--- src/rtl/contador_pkg.sv ---
`default_nettype none
// ============================================================================
// Module      : contador_pkg
// Description : Shared definitions for the up/down modulo counter family.
//               Holds the count-direction encoding and the parameter
//               legality helpers that the counter modules evaluate at
//               elaboration time.
// Revision    : 1.0 - initial release
// ============================================================================
package contador_pkg;

  // Count direction encoding, as seen on the dir input
  localparam logic DIR_UP   = 1'b0;
  localparam logic DIR_DOWN = 1'b1;

  // Counter must be at least one bit wide
  function automatic bit width_ok(input int width);
    return (width >= 1);
  endfunction

  // MODULO must lie in 2 .. 2^WIDTH so that MODULO-1 fits in WIDTH bits
  function automatic bit modulo_ok(input int width, input int modulo);
    longint unsigned span;
    span = 64'd1 << width;
    return (modulo >= 2) && (longint'(modulo) <= longint'(span));
  endfunction

  // At least one enabled cycle per count step
  function automatic bit presc_ok(input int presc);
    return (presc >= 1);
  endfunction

  // Prescaler counter width: clog2(PRESC), never below one bit
  function automatic int presc_width(input int presc);
    return (presc > 1) ? $clog2(presc) : 1;
  endfunction

endpackage : contador_pkg
`default_nettype wire

--- src/rtl/contador_presc.sv ---
`default_nettype none
// ============================================================================
// Module      : contador_presc
// Description : Clock-enable prescaler. Counts ce-high cycles 0..PRESC-1 and
//               raises tick (combinationally) on the ce-high cycle where the
//               count sits at PRESC-1; the count then returns to 0.
//               For PRESC = 1 the count is pinned at 0 and tick == ce.
// Ports       : clk   - system clock, rising edge
//               reset - synchronous, active-low reset (clears the count)
//               clr   - synchronous clear (restarts the prescale phase)
//               ce    - count enable
//               tick  - step strobe for the counter
// Revision    : 1.0 - initial release
// ============================================================================
module contador_presc
  import contador_pkg::*;
#(
  parameter int PRESC = 1
) (
  input  logic clk,
  input  logic reset,
  input  logic clr,
  input  logic ce,
  output logic tick
);

  localparam int CW = presc_width(PRESC);
  localparam logic [CW-1:0] c_last = CW'(PRESC - 1);

  generate
    if (!presc_ok(PRESC)) begin : g_bad_presc
      $error("contador_presc: PRESC must be >= 1");
    end
  endgenerate

  logic [CW-1:0] cnt_q;
  logic [CW-1:0] cnt_d;
  logic          w_at_last;

  assign w_at_last = (cnt_q == c_last);
  assign tick      = ce && w_at_last;

  always_comb begin
    cnt_d = cnt_q;
    if (ce) begin
      if (w_at_last) begin
        cnt_d = '0;
      end else begin
        cnt_d = cnt_q + CW'(1);
      end
    end
  end

  always_ff @(posedge clk) begin
    if (!reset) begin
      cnt_q <= '0;
    end else if (clr) begin
      cnt_q <= '0;
    end else begin
      cnt_q <= cnt_d;
    end
  end

endmodule : contador_presc
`default_nettype wire

--- src/rtl/contador_updown_mod.sv ---
`default_nettype none
// ============================================================================
// Module      : contador_updown_mod
// Description : Parametrised up/down modulo counter with synchronous load
//               (clamped to MODULO-1), clock-enable prescaler, terminal
//               count flag and a registered one-cycle overflow pulse.
//               Optional saturating mode is compiled in with the macro
//               CONTADOR_SAT_EN; without it the counter always wraps.
// Ports       : clk    - system clock, rising edge
//               reset  - synchronous, active-low reset
//               load   - synchronous load of datain (wins over ce)
//               ce     - count enable, feeds the prescaler
//               dir    - 0 = up, 1 = down
//               sat    - 1 = saturate, 0 = wrap (CONTADOR_SAT_EN only)
//               datain - load value
//               cuenta - current count, registered
//               tc     - terminal count, combinational from cuenta and dir
//               ovf    - registered pulse on a wrap or saturation hit
// Revision    : 1.0 - initial release
// ============================================================================
module contador_updown_mod
  import contador_pkg::*;
#(
  parameter int WIDTH  = 4,
  parameter int MODULO = 16,
  parameter int PRESC  = 1
) (
  input  logic             clk,
  input  logic             reset,
  input  logic             load,
  input  logic             ce,
  input  logic             dir,
`ifdef CONTADOR_SAT_EN
  input  logic             sat,
`endif
  input  logic [WIDTH-1:0] datain,
  output logic [WIDTH-1:0] cuenta,
  output logic             tc,
  output logic             ovf
);

  generate
    if (!width_ok(WIDTH)) begin : g_bad_width
      $error("contador_updown_mod: WIDTH must be >= 1");
    end
    if (!modulo_ok(WIDTH, MODULO)) begin : g_bad_modulo
      $error("contador_updown_mod: MODULO must be in 2..2^WIDTH");
    end
    if (!presc_ok(PRESC)) begin : g_bad_presc
      $error("contador_updown_mod: PRESC must be >= 1");
    end
  endgenerate

  // Top of range, kept one bit wider so MODULO = 2^WIDTH is still exact
  localparam logic [WIDTH:0]   c_max   = (WIDTH + 1)'(MODULO - 1);
  localparam logic [WIDTH-1:0] c_max_n = c_max[WIDTH-1:0];

  logic [WIDTH-1:0] cuenta_q;
  logic [WIDTH-1:0] cuenta_d;
  logic             ovf_q;
  logic             ovf_d;

  logic             w_tick;
  logic             w_sat;
  logic [WIDTH:0]   w_ext;
  logic [WIDTH:0]   w_inc;
  logic [WIDTH:0]   w_dec;
  logic [WIDTH:0]   w_load_ext;
  logic             w_at_top;
  logic             w_at_bot;

`ifdef CONTADOR_SAT_EN
  assign w_sat = sat;
`else
  assign w_sat = 1'b0;
`endif

  // Load restarts the prescale phase, so a load+ce cycle never steps
  contador_presc #(
    .PRESC (PRESC)
  ) u_presc (
    .clk   (clk),
    .reset (reset),
    .clr   (load),
    .ce    (ce),
    .tick  (w_tick)
  );

  // Arithmetic in WIDTH+1 bits; the bound checks below keep the result
  // inside 0..MODULO-1 before it is truncated back to WIDTH bits
  assign w_ext      = {1'b0, cuenta_q};
  assign w_inc      = w_ext + (WIDTH + 1)'(1);
  assign w_dec      = w_ext - (WIDTH + 1)'(1);
  assign w_load_ext = {1'b0, datain};
  assign w_at_top   = (w_ext == c_max);
  assign w_at_bot   = (cuenta_q == '0);

  always_comb begin
    cuenta_d = cuenta_q;
    ovf_d    = 1'b0;
    if (load) begin
      if (w_load_ext > c_max) begin
        cuenta_d = c_max_n;
      end else begin
        cuenta_d = datain;
      end
    end else if (w_tick) begin
      if (dir == DIR_UP) begin
        if (w_at_top) begin
          ovf_d    = 1'b1;
          cuenta_d = w_sat ? cuenta_q : '0;
        end else begin
          cuenta_d = w_inc[WIDTH-1:0];
        end
      end else begin
        if (w_at_bot) begin
          ovf_d    = 1'b1;
          cuenta_d = w_sat ? cuenta_q : c_max_n;
        end else begin
          cuenta_d = w_dec[WIDTH-1:0];
        end
      end
    end
  end

  always_ff @(posedge clk) begin
    if (!reset) begin
      cuenta_q <= '0;
      ovf_q    <= 1'b0;
    end else begin
      cuenta_q <= cuenta_d;
      ovf_q    <= ovf_d;
    end
  end

  assign cuenta = cuenta_q;
  assign ovf    = ovf_q;
  assign tc     = ((dir == DIR_UP)   && (cuenta_q == c_max_n)) ||
                  ((dir == DIR_DOWN) && w_at_bot);

endmodule : contador_updown_mod
`default_nettype wire

--- config.mk ---
export PLATFORM = sky130hd
export DESIGN_NAME = contador_updown_mod
export DESIGN_NICKNAME = d
export VERILOG_FILES = /design/src/rtl/contador_pkg.sv /design/src/rtl/contador_presc.sv /design/src/rtl/contador_updown_mod.sv
export SDC_FILE = /design/constraint.sdc
export NUM_CORES = 1
export LEC_CHECK = 0
export CAP_MARGIN = 20
export CORE_MARGIN = 2
export CORE_UTILIZATION = 27
export DETAILED_ROUTE_END_ITERATION = 10
export GPL_TIMING_DRIVEN = 1
export SETUP_SLACK_MARGIN = 0.05
export SLEW_MARGIN = 20
export SYNTH_ARGS = -nofsm -noshare
export SYNTH_HDL_FRONTEND = slang
export SYNTH_SLANG_ARGS = --single-unit
--- constraint.sdc ---
create_clock -name clk -period 1.85 [get_ports clk]
set_clock_uncertainty 0.1 [all_clocks]
set_input_delay 0.37 -clock clk [delete_from_list [all_inputs] [get_ports clk]]
set_output_delay 0.37 -clock clk [all_outputs]
set_load 0.005 [all_outputs]
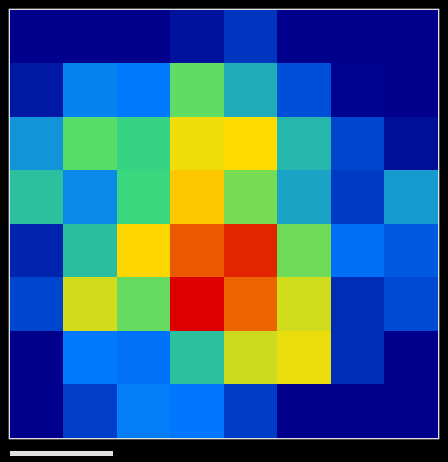
(run_1/metal_density.png)
The bar under the picture is 10 µm long. 8 x 8 tiles, from dark blue (low) to red (high), scaled to the fullest tile. Values are wire area over tile area, all layers added.
mean over tiles: 0.10
nearly empty tiles: 22%
fullest tile: 0.32
Routed WL: 1087 µm
Vias: 460
Wirelength per Cell: 11.56 µm
Total GRT Usage: 14.45%

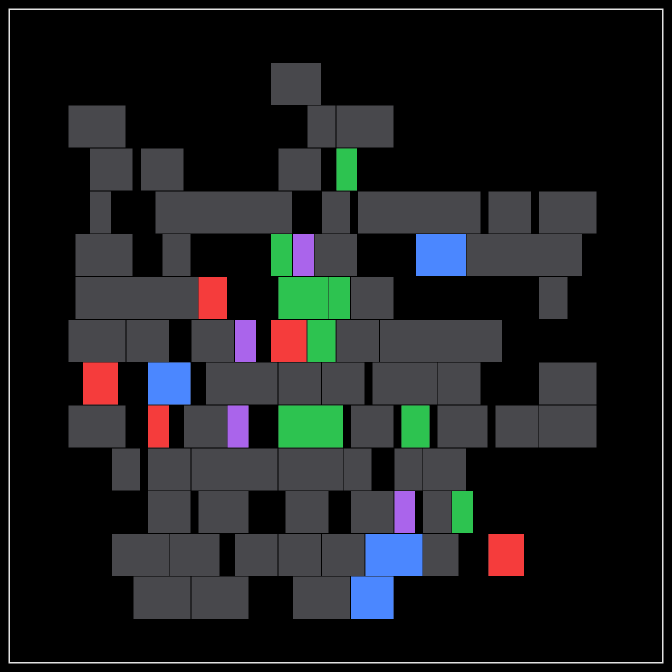
(run_1/logic_types.png)
legend:
  red:
    family: NOR gates
    cells: 5
  green:
    family: NAND gates
    cells: 8
    where: middle
  blue:
    family: AND and OR gates
    cells: 4
  purple:
    family: inverters
    cells: 4
    where: middle
fraction of area in multi-input gates: 37.59%
Final Non-Filler Cells: 94

==> results.sh, run 1 <==
# source this file to load flow results
export IMPL_numCtsBuffers=3
export IMPL_yosys_stat_seqShare_pct=26.49
export IMPL_grtUsageMet2_pct=23.44
export IMPL_finalCritPeriodShare_pct=94.47
export IMPL_ys_chip_area_um2=377.9
export IMPL_die_y_um=41.41
export IMPL_drtAntennaViolNets=0
export IMPL_ys_warn_count=0
export IMPL_cp_slowest_cell="clkdlybuf4s50_1"
export IMPL_regArea_um2=107.6
export IMPL_htreeDepth=1
export IMPL_ir_worst_vdd_uv=295.4
export IMPL_clk_pin_slew_ns=0.04
export IMPL_r2r_end="cuenta[3]"
export IMPL_fmax_ghz=0.5722
export IMPL_place_area_um2=623.1
export IMPL_nNetsFinal=91
export IMPL_ys_sh_aoi_pct=24.17
export IMPL_finalWorstSetupSlack_ns=0.1024
export IMPL_top_layer="met3"
export IMPL_netlist_logic_family_top="simple AND/OR/NAND/NOR gates"
export IMPL_slew_headroom_pct=86.87
export IMPL_ff_type="dfxtp_1"
export IMPL_cp_common_cell="buf_4"
export IMPL_die_x_um=41.41
export IMPL_rr_worst_depth=6
export IMPL_start_kind="flop"
export IMPL_grt_busiest_layer="met2"
export IMPL_grt_overflow=0
export IMPL_final_util_pct=51.92
export IMPL_p_comb_share_pct=35.4
export IMPL_cts_resized=4
export IMPL_grt_pass1_wl_um=1883
export IMPL_report_final_setup_viol=0
export IMPL_nFillCells=135
export IMPL_dp_slack_ns=-0.3378
export IMPL_syn_area_um2=377.9
export IMPL_drive_gt1_share_pct=36.71
export IMPL_chip_area_um2=1715
export IMPL_worstMarginPinSlew_ns=0.1958
export IMPL_async_flop_share_pct=0
export IMPL_nonClockInverterCount=4
export IMPL_drt_initial_drc_count=8
export IMPL_power_total_mw=0.3905
export IMPL_edf_count=0
export IMPL_fa_ha_area_share_pct=6.623
export IMPL_row_count=13
export IMPL_intPower_mw=0.2837
export IMPL_seqPwrFrac_pct=32.5
export IMPL_drc=0
export IMPL_comb_power_mw=0.138
export IMPL_wl_met1_um=520
export IMPL_synthCells=46
export IMPL_area_growth_pct=78.81
export IMPL_synthTopCellsByCount="5 x dfxtp_1, 4 x inv_1, 4 x nand2_1, 4 x o21ai_0"
export IMPL_simple_gate_area_share_pct=28.15
export IMPL_crit_end="cuenta[0]"
export IMPL_maxCapViolCount=0
export IMPL_p_leak_nw=0.2881
export IMPL_crit_required_ns=1.38
export IMPL_io_pins=15
export IMPL_wl_met3_um=60
export IMPL_syn_num_nets=57
export IMPL_layout_top_cell="buf_4"
export IMPL_syn_area_per_cell_um2=8.214
export IMPL_tns_ns=0
export IMPL_signal_buffer_area_fraction_pct=37.59
export IMPL_swShare_pct=27.34
export IMPL_top_area_share_pct=26.49
export IMPL_most_common_cell="dfxtp_1"
export IMPL_tritoncts="done"
export IMPL_crit_arrival_ns=1.28
export IMPL_layout_top_cells="16 x buf_4, 12 x clkdlybuf4s50_1, 4 x nand2_1, 4 x o21ai_0"
export IMPL_grt_max_degree=7
export IMPL_maxPowerGroup="combinational cells"
export IMPL_critPathMaxStageDelay_ns=0.48
export IMPL_min_period_ns=1.748
export IMPL_io_buffer_count=14
export IMPL_antenna_found_initial=0
export IMPL_hold_depth=3
export IMPL_largest_class="logic gates"
export IMPL_taps=15
export IMPL_synth_flops=5
export IMPL_cp_depth=3
export IMPL_comb_area_um2=254.0
export IMPL_yosys_cells=46
export IMPL_cts_num_sinks=5
export IMPL_met2_wirelength_um=506
export IMPL_status="finished clean"
export IMPL_synthMuxAreaShare_pct=2.980
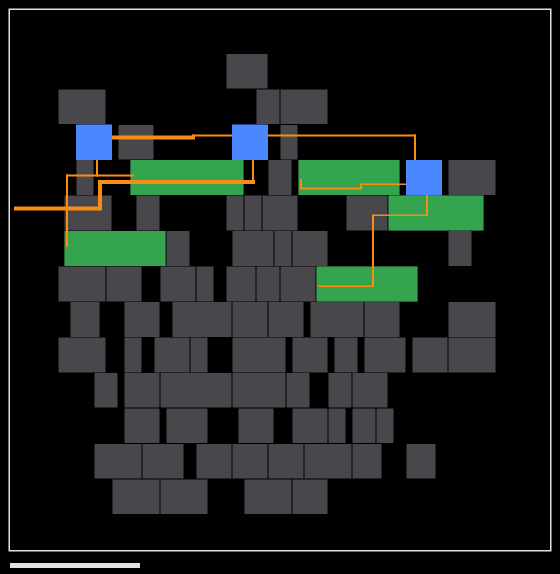
(run_1/clk_routes.png)
The bar under the picture is 10 µm long.
legend:
  green:
    item: flip-flops
    count: 5
  blue:
    item: clock drivers
    count: 3
  orange:
    item: clock wires
    length: 92.5 µm
routed clock nets: 4
clk pwr: 0.125 mW
Insertion Delay late pin: 0.24 ns
Clock power frac: 32.1%

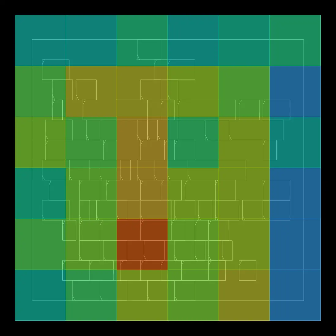
(run_1/congestion.png)
GRT met3 Usage: 8.261%
met1 Resource Use GR: 16.89%

==> run 1 -> run 2 <==
- GPL_TIMING_DRIVEN: 1 -> default
- clock period: 1.85 -> 2.22 ns (I/O delays scaled with it)
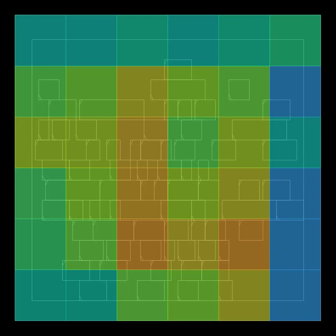
(run_2/congestion.png)
Wirelength per Cell: 11.67 µm
met1 Resource Use GR: 15.08%
Total GRT Usage: 13.03%
grt met2 use: 20.63%

==> run 2 against run 1 <==
Final cell count down 8.5%. Count of clock-buffer cells in the layout unchanged. Sequential cell count unchanged. Core utilization down 3.9 points. Area after synthesis unchanged.
==> results.sh, run 2 <==
# source this file to load flow results
export IMPL_intPower_mw=0.2273
export IMPL_status="finished clean"
export IMPL_area_growth_pct=65.23
export IMPL_wl_met3_um=89
export IMPL_final_util_pct=47.98
export IMPL_die_y_um=41.41
export IMPL_critPathMaxStageDelay_ns=0.55
export IMPL_met2_wirelength_um=472
export IMPL_drive_gt1_share_pct=25.35
export IMPL_regArea_um2=103.9
export IMPL_place_area_um2=570.5
export IMPL_power_density_nw_per_um2=506.0
export IMPL_signal_buffer_area_fraction_pct=32.26
export IMPL_synthTopCellsByCount="5 x dfxtp_1, 4 x inv_1, 4 x nand2_1, 4 x o21ai_0"
export IMPL_grt_max_degree=11
export IMPL_largest_class="logic gates"
export IMPL_post_route_cell_area_um2=624.3
export IMPL_maxCapViolCount=0
export IMPL_cp_depth=1
export IMPL_nFillCells=152
export IMPL_stdcell_count=86
export IMPL_syn_num_nets=57
export IMPL_grt_overflow=0
export IMPL_ys_warn_count=0
export IMPL_drtAntennaViolNets=0
export IMPL_crit_arrival_ns=1.26
export IMPL_fa_ha_area_share_pct=6.623
export IMPL_synth_flops=5
export IMPL_synthMuxAreaShare_pct=2.980
export IMPL_dp_slack_ns=-0.1530
export IMPL_hold_depth=3
export IMPL_syn_area_um2=377.9
export IMPL_finalCritPeriodShare_pct=81.15
export IMPL_power_total_mw=0.3159
export IMPL_num_vias=436
export IMPL_taps=15
export IMPL_wirelength_um=1004
export IMPL_row_count=13
export IMPL_report_final_setup_viol=0
export IMPL_numCtsBuffers=3
export IMPL_drc=0
export IMPL_p_leak_nw=0.2604
export IMPL_antenna_found_initial=0
export IMPL_top_layer="met3"
export IMPL_rr_worst_depth=8
export IMPL_nonClockInverterCount=4
export IMPL_tns_ns=0
export IMPL_swShare_pct=28.07
export IMPL_r2r_end="cuenta[0]"
export IMPL_yosys_cells=46
export IMPL_start_kind="flop"
export IMPL_maxPowerGroup="clock"
export IMPL_tritoncts="done"
export IMPL_crit_end="cuenta[3]"
export IMPL_layout_top_cells="12 x clkdlybuf4s50_1, 8 x buf_4, 4 x nand2_1, 4 x o21ai_0, 4 x dfxtp_1"
export IMPL_cts_num_sinks=5
export IMPL_yosys_stat_seqShare_pct=26.49
export IMPL_comb_area_um2=259.0
export IMPL_ff_type="dfxtp_1"
export IMPL_p_comb_share_pct=32.7
export IMPL_edf_count=0
export IMPL_clk_pin_slew_ns=0.05
export IMPL_grt_pass1_wl_um=1718
export IMPL_seqPwrFrac_pct=33.3
export IMPL_layout_top_cell="clkdlybuf4s50_1"
export IMPL_most_common_cell="dfxtp_1"
export IMPL_synthCells=46
export IMPL_comb_power_mw=0.103
export IMPL_die_x_um=41.41
export IMPL_cts_resized=3
export IMPL_nNetsFinal=83
export IMPL_finalWorstSetupSlack_ns=0.4184
export IMPL_worstMarginPinSlew_ns=0.2719
export IMPL_ys_sh_aoi_pct=24.17
export IMPL_wl_met1_um=443
export IMPL_syn_area_per_cell_um2=8.214
export IMPL_htreeDepth=1
export IMPL_io_pins=15
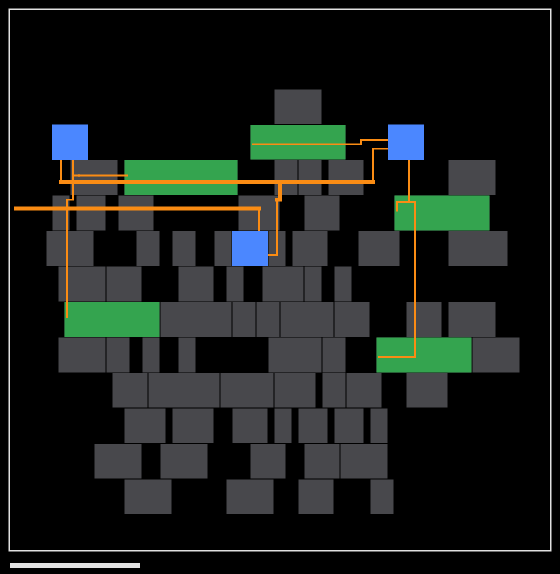
(run_2/clk_routes.png)
The bar under the picture is 10 µm long.
legend:
  blue:
    item: clock drivers
    count: 3
  green:
    item: flip-flops
    count: 5
  orange:
    item: clock wires
    length: 113 µm
routed clock nets: 4
Clock power frac: 34.1%
clk pwr: 0.108 mW
Insertion Delay late pin: 0.25 ns

Power is estimated from default activity; no workload was simulated.
